## src/rtl/maxnet_job_ctrl_if.sv

```systemverilog
// maxnet_job_ctrl_if: host candidate stream, Maxnet bank/start/done and result port.
// The master side is the job controller; the slave side is the host plus Maxnet core.
interface maxnet_job_ctrl_if #(
    parameter int N_IN  = 4,
    parameter int WIDTH = 32
);
    localparam int AW = $clog2(N_IN);

    logic             in_valid;
    logic             in_ready;
    logic [WIDTH-1:0] in_data;
    logic             mx_wr_en;
    logic [AW-1:0]    mx_wr_addr;
    logic [WIDTH-1:0] mx_wr_data;
    logic             mx_start;
    logic             mx_done;
    logic [WIDTH-1:0] mx_maxnumber;
    logic             res_valid;
    logic             res_ready;
    logic [WIDTH-1:0] res_data;
    logic             res_timeout;
    logic             busy;

    modport master (
        input  in_valid, in_data, mx_done, mx_maxnumber, res_ready,
        output in_ready, mx_wr_en, mx_wr_addr, mx_wr_data, mx_start,
               res_valid, res_data, res_timeout, busy
    );

    modport slave (
        output in_valid, in_data, mx_done, mx_maxnumber, res_ready,
        input  in_ready, mx_wr_en, mx_wr_addr, mx_wr_data, mx_start,
               res_valid, res_data, res_timeout, busy
    );
endinterface

```

## src/rtl/maxnet_job_ctrl.sv

```systemverilog
// maxnet_job_ctrl: loads N_IN candidates into the Maxnet bank, pulses start, waits for
// done under a timeout guard and hands the captured maximum back over a valid/ready port.
module maxnet_job_ctrl #(
    parameter int N_IN         = 4,
    parameter int WIDTH        = 32,
    parameter int START_CYCLES = 2,
    parameter int TIMEOUT      = 1023
) (
    input logic               clk,
    input logic               rst,
    maxnet_job_ctrl_if.master bus
);
    localparam int AW = $clog2(N_IN);
    localparam int CW = AW + 1;
    localparam int SW = $clog2(START_CYCLES + 1);
    localparam int TW = $clog2(TIMEOUT + 1);

    typedef enum logic [1:0] {LOAD, START, WAIT, RESP} state_t;

    state_t           state_q, state_d;
    logic [CW-1:0]    cnt_q, cnt_d;
    logic [SW-1:0]    sc_q, sc_d;
    logic [TW-1:0]    tmo_q, tmo_d;
    logic             wr_en_q, wr_en_d;
    logic [AW-1:0]    wr_addr_q, wr_addr_d;
    logic [WIDTH-1:0] wr_data_q, wr_data_d;
    logic             start_q, start_d;
    logic             res_valid_q, res_valid_d;
    logic [WIDTH-1:0] res_data_q, res_data_d;
    logic             res_timeout_q, res_timeout_d;
    logic             busy_q, busy_d;
    logic             in_hs;

    assign bus.in_ready    = (state_q == LOAD);
    assign in_hs           = bus.in_valid & bus.in_ready;
    assign bus.mx_wr_en    = wr_en_q;
    assign bus.mx_wr_addr  = wr_addr_q;
    assign bus.mx_wr_data  = wr_data_q;
    assign bus.mx_start    = start_q;
    assign bus.res_valid   = res_valid_q;
    assign bus.res_data    = res_data_q;
    assign bus.res_timeout = res_timeout_q;
    assign bus.busy        = busy_q;

    always_comb begin
        state_d       = state_q;
        cnt_d         = cnt_q;
        sc_d          = sc_q;
        tmo_d         = tmo_q;
        wr_en_d       = 1'b0;
        wr_addr_d     = wr_addr_q;
        wr_data_d     = wr_data_q;
        start_d       = 1'b0;
        res_valid_d   = res_valid_q;
        res_data_d    = res_data_q;
        res_timeout_d = res_timeout_q;
        busy_d        = busy_q;
        case (state_q)
            LOAD: if (in_hs) begin
                wr_en_d   = 1'b1;
                wr_addr_d = cnt_q[AW-1:0];
                wr_data_d = bus.in_data;
                busy_d    = 1'b1;
                cnt_d     = (cnt_q == CW'(N_IN - 1)) ? '0 : cnt_q + CW'(1);
                sc_d      = '0;
                state_d   = (cnt_q == CW'(N_IN - 1)) ? START : LOAD;
            end
            // START lasts START_CYCLES+1 cycles: the first only arms the registered strobe
            START: if (sc_q == SW'(START_CYCLES)) begin
                state_d = WAIT;
                tmo_d   = '0;
            end else begin
                start_d = 1'b1;
                sc_d    = sc_q + SW'(1);
            end
            WAIT: begin
                tmo_d = (tmo_q == TW'(TIMEOUT)) ? tmo_q : tmo_q + TW'(1);
                if (bus.mx_done || tmo_q == TW'(TIMEOUT - 1)) begin
                    state_d       = RESP;
                    res_valid_d   = 1'b1;
                    res_timeout_d = !bus.mx_done;
                    res_data_d    = bus.mx_done ? bus.mx_maxnumber : '0;
                end
            end
            RESP: if (bus.res_ready) begin
                state_d       = LOAD;
                res_valid_d   = 1'b0;
                res_timeout_d = 1'b0;
                busy_d        = 1'b0;
            end
            default: state_d = LOAD;
        endcase
    end

    always_ff @(posedge clk or negedge rst) begin
        if (!rst) begin
            state_q       <= LOAD;
            cnt_q         <= '0;
            sc_q          <= '0;
            tmo_q         <= '0;
            wr_en_q       <= 1'b0;
            wr_addr_q     <= '0;
            wr_data_q     <= '0;
            start_q       <= 1'b0;
            res_valid_q   <= 1'b0;
            res_data_q    <= '0;
            res_timeout_q <= 1'b0;
            busy_q        <= 1'b0;
        end else begin
            state_q       <= state_d;
            cnt_q         <= cnt_d;
            sc_q          <= sc_d;
            tmo_q         <= tmo_d;
            wr_en_q       <= wr_en_d;
            wr_addr_q     <= wr_addr_d;
            wr_data_q     <= wr_data_d;
            start_q       <= start_d;
            res_valid_q   <= res_valid_d;
            res_data_q    <= res_data_d;
            res_timeout_q <= res_timeout_d;
            busy_q        <= busy_d;
        end
    end
endmodule

```

## src/flat_wrapper.sv

```systemverilog
// flat-port wrapper written by rule: the top's interface ports become plain ports
module maxnet_job_ctrl_flat 
#(
    parameter int N_IN         = 4,
    parameter int WIDTH        = 32,
    parameter int START_CYCLES = 2,
    parameter int TIMEOUT      = 1023
)
  (clk, rst, bus_in_valid, bus_in_data, bus_mx_done, bus_mx_maxnumber, bus_res_ready, bus_in_ready, bus_mx_wr_en, bus_mx_wr_addr, bus_mx_wr_data, bus_mx_start, bus_res_valid, bus_res_data, bus_res_timeout, bus_busy);
  maxnet_job_ctrl_if #(.N_IN(N_IN), .WIDTH(WIDTH)) bus_i ();
  input logic clk;
  input logic rst;
  input wire logic [$bits(bus_i.in_valid)-1:0] bus_in_valid;
  input wire logic [$bits(bus_i.in_data)-1:0] bus_in_data;
  input wire logic [$bits(bus_i.mx_done)-1:0] bus_mx_done;
  input wire logic [$bits(bus_i.mx_maxnumber)-1:0] bus_mx_maxnumber;
  input wire logic [$bits(bus_i.res_ready)-1:0] bus_res_ready;
  output wire logic [$bits(bus_i.in_ready)-1:0] bus_in_ready;
  output wire logic [$bits(bus_i.mx_wr_en)-1:0] bus_mx_wr_en;
  output wire logic [$bits(bus_i.mx_wr_addr)-1:0] bus_mx_wr_addr;
  output wire logic [$bits(bus_i.mx_wr_data)-1:0] bus_mx_wr_data;
  output wire logic [$bits(bus_i.mx_start)-1:0] bus_mx_start;
  output wire logic [$bits(bus_i.res_valid)-1:0] bus_res_valid;
  output wire logic [$bits(bus_i.res_data)-1:0] bus_res_data;
  output wire logic [$bits(bus_i.res_timeout)-1:0] bus_res_timeout;
  output wire logic [$bits(bus_i.busy)-1:0] bus_busy;
  assign bus_i.in_valid = bus_in_valid;
  assign bus_i.in_data = bus_in_data;
  assign bus_i.mx_done = bus_mx_done;
  assign bus_i.mx_maxnumber = bus_mx_maxnumber;
  assign bus_i.res_ready = bus_res_ready;
  assign bus_in_ready = bus_i.in_ready;
  assign bus_mx_wr_en = bus_i.mx_wr_en;
  assign bus_mx_wr_addr = bus_i.mx_wr_addr;
  assign bus_mx_wr_data = bus_i.mx_wr_data;
  assign bus_mx_start = bus_i.mx_start;
  assign bus_res_valid = bus_i.res_valid;
  assign bus_res_data = bus_i.res_data;
  assign bus_res_timeout = bus_i.res_timeout;
  assign bus_busy = bus_i.busy;
  maxnet_job_ctrl #(.N_IN(N_IN), .WIDTH(WIDTH), .START_CYCLES(START_CYCLES), .TIMEOUT(TIMEOUT)) u_core (.clk(clk), .rst(rst), .bus(bus_i));
endmodule
```

## config.mk

```make
export PLATFORM = sky130hd
export DESIGN_NAME = maxnet_job_ctrl_flat
export DESIGN_NICKNAME = d
export VERILOG_FILES = /design/src/rtl/maxnet_job_ctrl_if.sv /design/src/rtl/maxnet_job_ctrl.sv /design/src/flat_wrapper.sv
export SDC_FILE = /design/constraint.sdc
export NUM_CORES = 1
export LEC_CHECK = 0
export CAP_MARGIN = 20
export CORE_MARGIN = 2
export CORE_UTILIZATION = 44
export DETAILED_ROUTE_END_ITERATION = 7
export MAX_ROUTING_LAYER = met4
export PLACE_DENSITY = 0.86
export SLEW_MARGIN = 20
export SYNTH_ARGS = -nofsm -noshare
export SYNTH_HDL_FRONTEND = slang
export SYNTH_SLANG_ARGS = --single-unit
```

## constraint.sdc

```tcl
create_clock -name clk -period 2 [get_ports clk]
set_input_delay 0.3 -clock clk [delete_from_list [all_inputs] [get_ports clk]]
set_output_delay 0.3 -clock clk [all_outputs]
set_load 0.01 [all_outputs]
```

==> images/final_placement.png <==
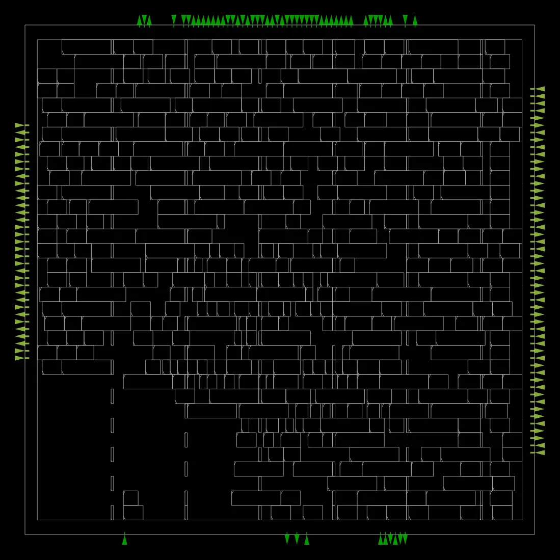
tap cell instance count: 105
Flops: 88
number of cell rows: 33
FILL cells: 584
sequential cell area share: 0.402

==> images/cell_classes.png <==
Bar = 20 um.
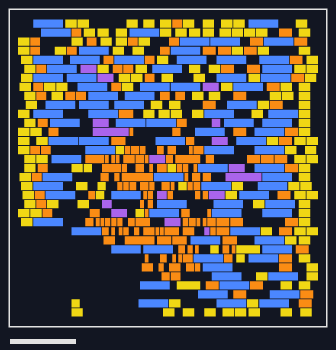
yellow -> other buffers and delay cells  # cells 152
orange -> all other logic  # cells 171
purple -> clock drivers and dummy loads  # cells 16
blue -> flops  # cells 88
final non-filler cell area: 5480 sq um
utilization after layout: 0.674
CORE AREA: 8130 sq um

==> images/met2.png <==
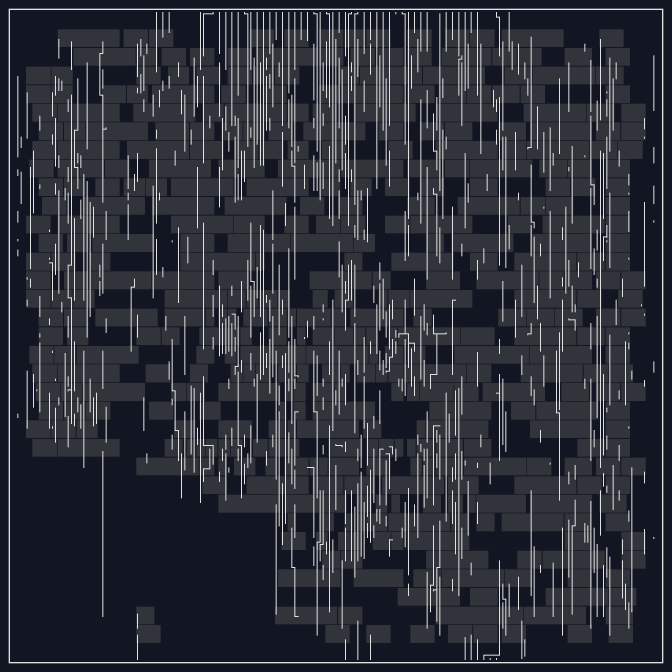
wire length on this layer = 3940 um
main direction = vertical
number of vias after detailed routing: 2741
Final Routed Wirelength: 8200 um
routing usage on met2: 0.293

==> images/gate_families.png <==
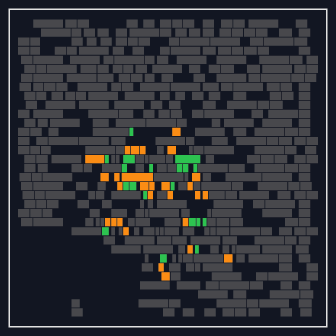
green -> NAND gates  # cells 19, where middle
orange -> inverting AOI/OAI gates  # cells 28, where middle
multi-input gate share of the layout cell area: 0.250
fin cells: 532

==> images/clock_map.png <==
Bar = 20 um.
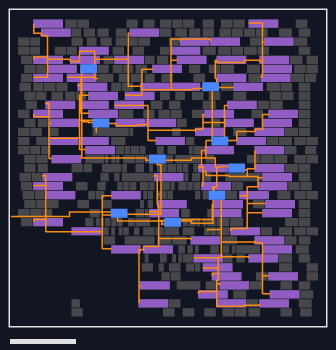
purple -> flip-flops  # count 88
blue -> cells driving clock nets  # count 9
orange -> clock wires  # length 979 um
routed clock nets = 10
flops lie = widely spread
clock latency on the worst-skew pair: 0.35 ns
fraction of power consumed by the clock network: 0.167
worst clock skew: 0.0109 ns
power in the clock group: 1370 uW

-- cell type report --
| cell class | count | area, sq um |
|---|---|---|
| inverters | 9 | 33.8 |
| repair buffers | 152 | 1520 |
| multi-input cells | 162 | 1370 |
| flip-flops and latches | 88 | 2200 |
| clock inverters | 6 | 90.1 |
| well taps | 105 | 131 |
| clock buffers | 10 | 138 |
| fillers | 584 | 2660 |
-- what timing repair did --
item | CTS | global route
setup endpoints to repair | 33 | 1
setup buffers | 0 | 0
pin swaps | 0 | 0
resized | 2 | 2
hold buffers | 1 | 0
hold endpoints to repair | 45 | 0
-- per-layer routing --
metal	wire length [um]	share of wire	vias to the layer above
li1	-	-	1294
met5	0	0	-
met1	3530	0.43	1337
met4	75	0.0091	0
met3	660	0.080	9
met2	3930	0.48	101
-- state kept, by name (all words and copies together) (netlist names), 2 cells and up --
register / flops
u_core.state_q: 2
u_core.cnt_q: 3
u_core.bus.mx_wr_data: 32
u_core.bus.res_data: 32
u_core.bus.mx_wr_addr: 2
u_core.sc_q: 2
u_core.tmo_q: 10
-- cells in the final DEF, fill, tap and decap left out, types with 2 or more instances in the layout --
cell type / instances
nor2_1: 9
ha_1: 7
nor3_1: 4
or4_1: 2
o21ai_0: 5
clkdlybuf4s50_1: 139
a22oi_1: 2
buf_12: 2
o31ai_1: 5
and2_1: 2
o21ai_1: 7
inv_2: 2
bufinv_16: 2
clkbuf_8: 10
nand3_1: 4
nand2_1: 9
mux2_2: 35
buf_4: 10
a21oi_1: 5
and3_2: 2
inv_1: 7
a21o_1: 4
nand2b_1: 3
a22o_1: 35
dfrtp_1: 88
nor2b_1: 3
mux2i_1: 5
-- power by group through the flow --
stage / combinational, uW / clock (uW) / sequential, uW
floorplan: 1600 / 0 / 3290
global placement: 3730 / 0 / 2970
detailed placement: 3850 / 0 / 3000
global route: 4190 / 1470 / 3070
finish: 3870 / 1370 / 2970
CTS: 3890 / 1400 / 2980
-- kinds of logic (layout without fill, tap and decap cells) --
kind of cell             after synthesis  in the layout
AND/OR/NAND/NOR                       46             46
buffers and inverters                 21            177
AND-OR/OR-AND                         68             68
adder cells (fa/ha/maj)                8              8
flip-flops                            88             88
multiplexers                          40             40
-- stage by stage --
step,worst slack (ns),cell area [sq um]
final,0.0714,5480
after global routing,0.00560,5480
after CTS,0.000201,5470
after detailed placement,-0.0423,5220
after global placement,0.0166,5220
after floorplan,0.225,3660
-- Yosys cell counts, types with 5 or more instances --
library cell / count / area share
a21oi_1: 5 / 0.0068
a22o_1: 35 / 0.084
dfrtp_1: 88 / 0.60
ha_1: 8 / 0.027
inv_1: 8 / 0.0082
mux2_2: 35 / 0.11
mux2i_1: 5 / 0.014
nand2_1: 9 / 0.0092
nor2_1: 9 / 0.0092
o21ai_0: 5 / 0.0068
o21ai_1: 7 / 0.0096
o31ai_1: 5 / 0.010
==> summary.txt <==
fresh numbers from the pnr run: fraction of power consumed by sequential logic=0.362, leakage power=roughly 0.0024 uW, EDFF count, synth=0, die outline height=around 95 um, Post-Synth AOI/OAI Area=0.145, clock tree root driver cell=clkbuf_8, via count normalized by instance count=about 5, wire length of the first global-routing pass=around 13000 um, total iterations of the first detailed-routing run=4, Mapped Cells=271, simple-gate portion of the synthesized area=0.0738, net switching fraction of the power=0.321, worst hold endpoint=u_core.bus.res_data[20]$_DFFE_PN0P_, maximum number of pins on one net before global-route repair=48, Crit path buffers/inverters=2, total gr overflow=0, TNS Setup=0 ns, dominant combinational cell family by area after synthesis=AND-OR/OR-AND gates, initial drt markers=165, cell chain of the critical path=inv_1 -> ha_4 -> clkdlybuf4s50_1, worst hold slack=0.503 ns, total DRC errors in the routed layout=0, highest fanout seen on the critical path=7, Post-Synth Adder-Cell Area=0.0273, number of top-level pins=141, endpoint of the most critical register-to-register path=u_core.tmo_q[7]$_DFFE_PN0P_, count of max-cap constraint violations=0, GR peak layer=met2, all-layer global routing usage=0.188, Clock Tree Buf Depth=2, depth of the worst hold-timing path=1, cts bufs inserted=9, chip area=slightly above 9000 sq um, Slew Limit Fails=0, vias in the first global route=around 2.7k, estimated wirelength of the detail-placed design=6060 um, fraction of the yosys area taken by sequential cells=0.601, I/O Buffers=around 140, CP Capture Type=output pin, pre-placement core utilization=0.450, Crit path required time=between 1.5 and 2 ns, yosys stat chip area=3660 sq um, class of the tightest hold or removal check=reg2reg, slowest CP cell=clkdlybuf4s50_1, worst-margin pin slew=0.789 ns, net count of the finished layout=499, post-synthesis area per instance=13.5 sq um, Stages on worst setup path=3, maximum clock rate=between 500 and 600 MHz, count of tool warnings=30, detail-routed net length per standard cell=between 15 and 20 um, post-synth design cell area=approximately 3700 sq um, result of the run=complete, no violations, Hold Startpoint=u_core.bus.res_data[20]$_DFFE_PN0P_, layout cell share with drive strength beyond 1=0.178, FF+latch count, synth=88, Comb pwr share=0.472, Startpoint Class=flip-flop, Antenna Cells=0, worst setup path startpoint=u_core.state_q[1]$_DFFE_PN0P_, Hold Violations, Final=0, clock net sink count=88, H-tree depth=3, Floorplan Nets=348, predominant post-synthesis flop cell=dfrtp_1, number of routed nets with antenna violations=0, clock transition at the registers of the reported paths=0.08 ns, met3 Usage GRT=0.0522, delay of the slowest cell on the worst path=0.54 ns, share of the synthesized netlist area taken by xor and xnor gates=0, clock tree from TritonCTS=built, time the worst path needs with I/O delays and setup=slightly below 2 ns, Horiz. Die Dim=between 90 and 100 um, worst r2r src=u_core.state_q[1]$_DFFE_PN0P_, largest vdd supply drop=0.000816 V, gp weighted congestion=0.832, Pint=5570 uW, Placed Instances=between 500 and 600, initial antenna violation count=0, final period utilization=0.964, relative slew slack=0.472, Pwr Density=between 1000 and 1500 nW/um^2, dominant delay contributor by cell family on the critical path=buffers and inverters, met1 capacity usage during global routing=0.244, number of cells in Yosys stat=271, Switching Power=2640 uW, count of final setup violators=0, Synth cell types=38, signal arrival time at the worst endpoint=1.63 ns, count of warnings emitted by yosys=0, unrepaired setup endpoints after global routing=no, share of synthesized area spent on multiplexers=0.121, timing endpoint of the critical path=bus_in_ready, share of async-settable or async-resettable flops after synthesis=1.00, final total power=slightly above 8000 uW, FF-to-FF setup slack=between 0.1 and 0.15 ns, critical path type=reg2out, area overhead of the layout relative to synthesis=49.6%, logic depth of the worst register-to-register path=6
Power is estimated from default activity; no workload was simulated.
